**src/rtl/instr_encoder_if.sv**
```systemverilog
// Descriptor request and instruction-memory write bus for instr_encoder.
// The master drives descriptors and im_stall; the slave (encoder) drives the rest.
interface instr_encoder_if #(
  parameter int ADDR_W = 10
);
  logic              req_valid;
  logic              req_ready;
  logic [3:0]        req_op;
  logic [4:0]        req_rs;
  logic [4:0]        req_rt;
  logic [4:0]        req_rd;
  logic [25:0]       req_imm;
  logic              req_last;
  logic              im_stall;
  logic              im_we;
  logic [ADDR_W-1:0] im_addr;
  logic [31:0]       im_wdata;
  logic              busy;
  logic              done;
  logic              err;

  modport master (
    output req_valid, req_op, req_rs, req_rt, req_rd, req_imm, req_last, im_stall,
    input  req_ready, im_we, im_addr, im_wdata, busy, done, err
  );

  modport slave (
    input  req_valid, req_op, req_rs, req_rt, req_rd, req_imm, req_last, im_stall,
    output req_ready, im_we, im_addr, im_wdata, busy, done, err
  );
endinterface

```
**src/rtl/instr_encoder.sv**
```systemverilog
// MIPS instruction encoder/loader: descriptors -> 32-bit words -> FIFO -> sequential IM writes.
// Optional macro INSTR_ENC_ILLEGAL_TRAP_EN: drop illegal ops and flag them in err.
module instr_encoder #(
  parameter int DEPTH     = 4,
  parameter int ADDR_W    = 10,
  parameter int BASE_ADDR = 0
) (
  input  logic                  clk,
  input  logic                  reset,
  input  logic                  start,
  instr_encoder_if.slave        bus
);
  localparam int PW = $clog2(DEPTH);
  localparam logic [ADDR_W-1:0] BASE = ADDR_W'(BASE_ADDR);

  localparam logic [3:0] OP_ADDU = 4'd0,  OP_SUBU = 4'd1, OP_ADD  = 4'd2,  OP_ORI  = 4'd3,
                         OP_LUI  = 4'd4,  OP_LW   = 4'd5, OP_SW   = 4'd6,  OP_ADDI = 4'd7,
                         OP_BEQ  = 4'd8,  OP_BGTZ = 4'd9, OP_J    = 4'd10, OP_JAL  = 4'd11,
                         OP_JR   = 4'd12;

  typedef struct packed {
    logic [3:0]  op;
    logic [4:0]  rs;
    logic [4:0]  rt;
    logic [4:0]  rd;
    logic [25:0] imm;
    logic        last;
  } req_t;

  typedef enum logic [1:0] {IDLE, RUN, DRAIN, DONE} state_t;

  state_t            state;
  req_t              req;
  logic [31:0]       encWord;
  logic [31:0]       mem [DEPTH];
  logic [PW:0]       wrPtr, rdPtr;
  logic              fifoEmpty, fifoFull;
  logic              accept, push, pop;
  logic [ADDR_W-1:0] addrCnt;
  logic              imWe;
  logic [ADDR_W-1:0] imAddr;
  logic [31:0]       imWdata;
  logic              busyR, doneR, errR;

  assign req = '{op: bus.req_op, rs: bus.req_rs, rt: bus.req_rt, rd: bus.req_rd,
                 imm: bus.req_imm, last: bus.req_last};

  always_comb begin
    encWord = '0;
    case (req.op)
      OP_ADDU: encWord = {6'h00, req.rs, req.rt, req.rd, 5'd0, 6'h21};
      OP_SUBU: encWord = {6'h00, req.rs, req.rt, req.rd, 5'd0, 6'h23};
      OP_ADD:  encWord = {6'h00, req.rs, req.rt, req.rd, 5'd0, 6'h20};
      OP_JR:   encWord = {6'h00, req.rs, 15'd0, 6'h08};
      OP_ORI:  encWord = {6'h0D, req.rs, req.rt, req.imm[15:0]};
      OP_LUI:  encWord = {6'h0F, 5'd0,   req.rt, req.imm[15:0]};
      OP_LW:   encWord = {6'h23, req.rs, req.rt, req.imm[15:0]};
      OP_SW:   encWord = {6'h2B, req.rs, req.rt, req.imm[15:0]};
      OP_ADDI: encWord = {6'h08, req.rs, req.rt, req.imm[15:0]};
      OP_BEQ:  encWord = {6'h04, req.rs, req.rt, req.imm[15:0]};
      OP_BGTZ: encWord = {6'h07, req.rs, 5'd0,   req.imm[15:0]};
      OP_J:    encWord = {6'h02, req.imm};
      OP_JAL:  encWord = {6'h03, req.imm};
      default: encWord = '0;
    endcase
  end

  assign fifoEmpty = (wrPtr == rdPtr);
  assign fifoFull  = (wrPtr[PW] != rdPtr[PW]) && (wrPtr[PW-1:0] == rdPtr[PW-1:0]);

  assign bus.req_ready = (state == RUN) && !fifoFull;
  assign accept        = bus.req_valid && bus.req_ready;
`ifdef INSTR_ENC_ILLEGAL_TRAP_EN
  logic illegalOp;
  assign illegalOp = (req.op > OP_JR);
  assign push      = accept && !illegalOp;
`else
  assign push      = accept;
`endif
  assign pop = !fifoEmpty && !bus.im_stall;

  always_ff @(posedge clk) begin
    if (push) mem[wrPtr[PW-1:0]] <= encWord;
  end

  always_ff @(posedge clk) begin
    if (reset) begin
      state   <= IDLE;
      wrPtr   <= '0;
      rdPtr   <= '0;
      addrCnt <= BASE;
      imWe    <= 1'b0;
      imAddr  <= BASE;
      imWdata <= '0;
      busyR   <= 1'b0;
      doneR   <= 1'b0;
      errR    <= 1'b0;
    end else begin
      if (push) wrPtr <= wrPtr + 1'b1;
      if (pop)  rdPtr <= rdPtr + 1'b1;

      imWe <= pop;
      if (pop) begin
        imAddr  <= addrCnt;
        imWdata <= mem[rdPtr[PW-1:0]];
        addrCnt <= addrCnt + 1'b1;
        if (&addrCnt) errR <= 1'b1;
      end
`ifdef INSTR_ENC_ILLEGAL_TRAP_EN
      if (accept && illegalOp) errR <= 1'b1;
`endif

      case (state)
        IDLE, DONE: if (start) begin
          state   <= RUN;
          addrCnt <= BASE;
          errR    <= 1'b0;
          busyR   <= 1'b1;
          doneR   <= 1'b0;
        end
        RUN: if (accept && req.last) state <= DRAIN;
        // FIFO empty in DRAIN means the final word is already on the write port
        DRAIN: if (fifoEmpty) begin
          state <= DONE;
          busyR <= 1'b0;
          doneR <= 1'b1;
        end
        default: state <= IDLE;
      endcase
    end
  end

  assign bus.im_we    = imWe;
  assign bus.im_addr  = imAddr;
  assign bus.im_wdata = imWdata;
  assign bus.busy     = busyR;
  assign bus.done     = doneR;
  assign bus.err      = errR;
endmodule

```
**src/flat_wrapper.sv**
```systemverilog
// flat-port wrapper written by rule: the top's interface ports become plain ports
module instr_encoder_flat 
#(
  parameter int DEPTH     = 4,
  parameter int ADDR_W    = 10,
  parameter int BASE_ADDR = 0
)
  (clk, reset, start, bus_req_valid, bus_req_op, bus_req_rs, bus_req_rt, bus_req_rd, bus_req_imm, bus_req_last, bus_im_stall, bus_req_ready, bus_im_we, bus_im_addr, bus_im_wdata, bus_busy, bus_done, bus_err);
  instr_encoder_if #(.ADDR_W(ADDR_W)) bus_i ();
  input  logic clk;
  input  logic reset;
  input  logic start;
  input wire logic [$bits(bus_i.req_valid)-1:0] bus_req_valid;
  input wire logic [$bits(bus_i.req_op)-1:0] bus_req_op;
  input wire logic [$bits(bus_i.req_rs)-1:0] bus_req_rs;
  input wire logic [$bits(bus_i.req_rt)-1:0] bus_req_rt;
  input wire logic [$bits(bus_i.req_rd)-1:0] bus_req_rd;
  input wire logic [$bits(bus_i.req_imm)-1:0] bus_req_imm;
  input wire logic [$bits(bus_i.req_last)-1:0] bus_req_last;
  input wire logic [$bits(bus_i.im_stall)-1:0] bus_im_stall;
  output wire logic [$bits(bus_i.req_ready)-1:0] bus_req_ready;
  output wire logic [$bits(bus_i.im_we)-1:0] bus_im_we;
  output wire logic [$bits(bus_i.im_addr)-1:0] bus_im_addr;
  output wire logic [$bits(bus_i.im_wdata)-1:0] bus_im_wdata;
  output wire logic [$bits(bus_i.busy)-1:0] bus_busy;
  output wire logic [$bits(bus_i.done)-1:0] bus_done;
  output wire logic [$bits(bus_i.err)-1:0] bus_err;
  assign bus_i.req_valid = bus_req_valid;
  assign bus_i.req_op = bus_req_op;
  assign bus_i.req_rs = bus_req_rs;
  assign bus_i.req_rt = bus_req_rt;
  assign bus_i.req_rd = bus_req_rd;
  assign bus_i.req_imm = bus_req_imm;
  assign bus_i.req_last = bus_req_last;
  assign bus_i.im_stall = bus_im_stall;
  assign bus_req_ready = bus_i.req_ready;
  assign bus_im_we = bus_i.im_we;
  assign bus_im_addr = bus_i.im_addr;
  assign bus_im_wdata = bus_i.im_wdata;
  assign bus_busy = bus_i.busy;
  assign bus_done = bus_i.done;
  assign bus_err = bus_i.err;
  instr_encoder #(.DEPTH(DEPTH), .ADDR_W(ADDR_W), .BASE_ADDR(BASE_ADDR)) u_core (.clk(clk), .reset(reset), .start(start), .bus(bus_i));
endmodule
```
**config.mk**
```make
export PLATFORM = sky130hd
export DESIGN_NAME = instr_encoder_flat
export DESIGN_NICKNAME = d
export VERILOG_FILES = /design/src/rtl/instr_encoder_if.sv /design/src/rtl/instr_encoder.sv /design/src/flat_wrapper.sv
export SDC_FILE = /design/constraint.sdc
export NUM_CORES = 1
export LEC_CHECK = 0
export ABC_AREA = 0
export ABC_CLOCK_PERIOD_IN_PS = 3000
export CAP_MARGIN = 20
export CORE_AREA = 3 3 126 128
export CTS_BUF_LIST = sky130_fd_sc_hd__clkbuf_8
export CTS_CLUSTER_DIAMETER = 120
export CTS_CLUSTER_SIZE = 24
export DETAILED_ROUTE_END_ITERATION = 8
export DIE_AREA = 0 0 129 131
export GPL_ROUTABILITY_DRIVEN = 0
export GPL_TIMING_DRIVEN = 0
export MAX_ROUTING_LAYER = met4
export PLACE_DENSITY = 0.84
export REMOVE_ABC_BUFFERS = 1
export SLEW_MARGIN = 15
export SYNTH_ARGS = -nofsm -noshare
export SYNTH_HDL_FRONTEND = slang
export SYNTH_SLANG_ARGS = --single-unit
export TNS_END_PERCENT = 30
```
**constraint.sdc**
```tcl
create_clock -name clk -period 3 [get_ports clk]
set_clock_uncertainty 0.1 [all_clocks]
set_input_delay 0.6 -clock clk [delete_from_list [all_inputs] [get_ports clk]]
set_output_delay 0.6 -clock clk [all_outputs]
set_load 0.005 [all_outputs]
```
==> images/detail.png <==
Region (50, 50) to (80, 80) um. Cells in grey, sequential cells in the stronger grey; small squares are vias.
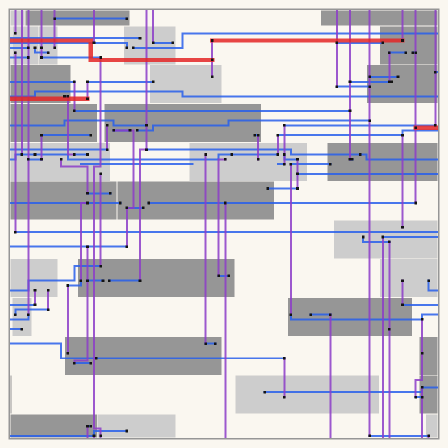
Key: red = metal 3; purple = metal 2; blue = metal 1
20 logic cells have their middle in the window. Most frequent: edfxtp_1 (8). Netlist names of flops here include u_core.mem (8), u_core.rdPtr (1). Sequential cells in the window: 9.

==> images/placement.png <==
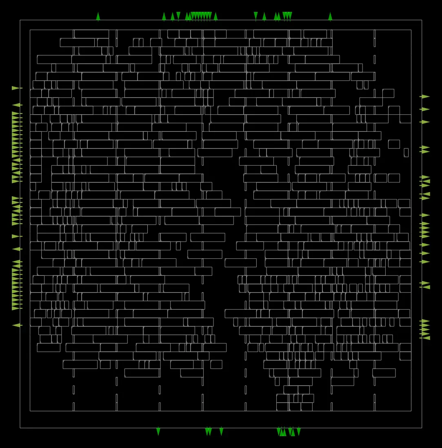
row cnt: 45
Final Util: 0.6278
Finished Layout Cells: 879
sequential cell count: 187

==> images/metal_density.png <==
(2 px per um) The die is cut into 26 by 26 equal tiles; dark purple is low, yellow is high, scaled to the fullest tile. Values are wire area over tile area, all layers added.
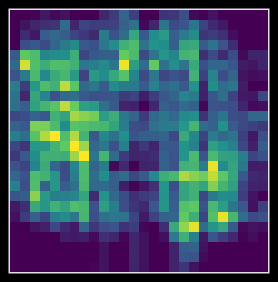
The mean over all tiles is 0.15. The densest ninth of the die: left middle. 22% of the tiles are over half the peak. The fullest tile reaches 0.50. 16% of the tiles are nearly empty.

==> flow_summary.yaml <==
# synthesis and place-and-route metrics
route:
  vias_per_cell: 5.692
  wl_um: 16080
  wire_per_inst_um: 18.29
  route.met3.wl_um: 1106
  vias: 5003
  routed-wl-met2_um: 8286
  first_pass_iters: 5
  drtAntennaViolNets: 0
  wirelength_met1_um: 6423
  dr.max_layer_used: "met4"
  remaining_drc_errors: 0
  drt-initial-drc-count: 336
worst_setup_path:
  reg2reg_depth: 4
  arrival_ns: 2.16
  cp_num_cells: 3
  reg2reg_slack_ns: 0.55
  startpoint: "u_core.rdPtr[2]"
  crit_end: "bus_req_ready"
  cp_max_fo: 6
  cpPeakStageDelay_ns: 0.61
  cp_top_family: "XOR/XNOR gates"
  cp_slowest_cell: "xnor2_1"
  setup.worst_path.end_class: "primary output"
  worst_ep_required_time_ns: 2.30
  crit_chain: "xnor2_1, o31a_1, clkdlybuf4s50_1"
  start_kind: "flip-flop"
  r2r-end: "u_core.mem[0][16]"
  rr_startpoint: "u_core.rdPtr[2]"
  cp_num_buf_inv: 1
  path_class: "reg -> out"
final_timing:
  hold_viol_final: 0
  drv_slew: 0
  rsz0062_at_grt: "false"
  slew-limit-headroom: 0.3627
  finalSetupViolCount: 0
  max_freq_mhz: 349.2
  tns_ns: 0
  finalClockPeriodUsage: 0.9545
  period_needed_ns: 2.863
  worst_slack_ns: 0.1365
  worst_slew_pin_slew_ns: 0.9530
synth:
  synth_cells: 587
  yosysCellCount: 587
  synth_top_cell_by_count: "edfxtp_1"
  ys_seq_share: 0.6486
  simple_gate_share: 0.09004
  top_area_cell: "edfxtp_1"
  synthAdderAreaFrac: 0.01465
  ys_sh_mux: 0.09915
  synthXorXnorAreaFrac: 0.01677
  syn_area_mm2: 0.007685
  syn_area_per_cell_um2: 13.09
  synthTopCellsByCount: "edfxtp_1 (124), nand2_1 (108), dfxtp_1 (63), a21oi_1 (55), mux4_2 (31)"
  ys_ff: 187
  synth_warnings: 0
  yosys.cell_types.count: 49
  yosys-stat-area_mm2: 0.007685
  synthFlopType: "edfxtp_1"
  synth-edff-count: 124
  top_cells_by_area: "edfxtp_1 (48%), dfxtp_1 (16%), mux4_2 (9.1%)"
  top_cell_area_share: 0.4845
  ys_sh_aoi: 0.09378
  async_flop_share: 0
  top_logic_kind: "multiplexers"
placed_design:
  dp_cells: 844
  dp_slack_ns: -0.8015
  hpwl_um: 10650
  port_buffers: 96
power_and_ir_drop:
  p_switching_mw: 1.851
  pg_seq_mw: 3.13
  seqPwrFrac: 0.477
  power-top-group: "registers"
  ir_drop_mv: 0.4506
  switching_share: 0.2821
  leakage_nw: 3.123
  p_int_mw: 4.711
  total_power_mw: 6.562
  p_comb_mw: 1.71
  p_per_area_mw_per_mm2: 697.8
  pwr-share-clk: 0.263
  combPwrFrac: 0.260
  p_clk_mw: 1.73
global_route:
  grt_antenna_before_repair: 0
  grt_util_met1: 0.2505
  grt_pass1_wl_um: 25650
  grt_start_max_net_pins: 37
  use_met2: 0.3418
  use_met3: 0.04512
  grt_pass1_vias: 5080
  grt_usage: 0.2058
  grt.busiest_layer: "met2"
  grt.overflow.total: 0
clock_tree:
  cts_root_buffer: "clkbuf_8"
  cts_max_path_buffers: 2
  numCtsBuffers: 17
  clkLatencyLatePin_ns: 0.47
  tritoncts: "built"
  path_clk_slew_ns: 0.09
  clock_sinks: 187
  h-tree-depth: 4
  ctsHoldBuffers: 0
floorplanning:
  floorplan.core_util: 0.5131
  ios: 98
  core_area_mm2: 0.01498
  die_x_um: 129
  fp.dieH_um: 131
  dieArea_mm2: 0.01690
layout:
  area_growth_pct: 22.35
  lay_top_cells: "edfxtp_1 (124), nand2_1 (108), clkdlybuf4s50_1 (94)"
  nFillCells: 1102
  fin_nets: 738
  final_layout_size_suffix_gt1_frac: 0.1331
  lay_top_count: "edfxtp_1"
  diodes: 0
job:
  warnings: 30
  cap_violations: 0
outcome:
  outcome: "complete, no violations"
worst_hold_path:
  hold_class: "reg -> reg"
[metrics by stage]
stage | hold slack [ns] | instance area (um2)
finish | 0.3554 | 9403
global route | 0.3835 | 9403
CTS | 0.3584 | 9389
detailed placement | 0.3455 | 8937
global placement | 0.3429 | 8683
floorplan | 0.3467 | 7487
[worst min-delay path: stages, from the launching register on]
cell and delay (ns):
dfxtp_1 0.32, nand2_1 0.05, a21oi_1 0.05
[registers in the layout, summed over array words and instances (netlist names)]
name,flops
u_core.mem,124
u_core.addrCnt,10
u_core.rdPtr,3
u_core.bus.im_we,1
u_core.state,2
u_core.wrPtr,3
u_core.bus.busy,1
u_core.bus.err,1
u_core.bus.im_addr,10
u_core.bus.done,1
u_core.bus.im_wdata,31
[cell type report]
cell class / instances / area, um2 / share of cell area
clock buffer: 18 / 247.7 / 0.02635
sequential: 187 / 4992 / 0.5309
clock inverter: 14 / 166.4 / 0.01770
multi-input combinational: 341 / 2466 / 0.2623
timing repair buffer: 109 / 1212 / 0.1289
tap: 188 / 235.2 / 0.02502
inverter: 22 / 82.58 / 0.008782
[worst min path at each step]
stage	from	endpoint	slack [ns]	depth (start not counted)
3_3_place_gp	u_core.bus.im_addr[7]	u_core.bus.im_addr[7]	0.34	2
6_report	u_core.bus.im_wdata[10]	u_core.bus.im_wdata[10]	0.36	2
4_1_cts	u_core.bus.im_wdata[24]	u_core.bus.im_wdata[24]	0.36	2
3_5_place_dp	u_core.bus.im_wdata[24]	u_core.bus.im_wdata[24]	0.35	2
5_1_grt	u_core.bus.im_wdata[9]	u_core.bus.im_wdata[9]	0.38	2
2_1_floorplan	u_core.bus.im_addr[0]	u_core.bus.im_addr[0]	0.35	2
[what timing repair did]
item / in CTS / in global routing
gates resized: 4 / 1
setup buffers: 1 / 2
setup endpoints to repair: 41 / 1
Power and IR drop assume default switching activity.
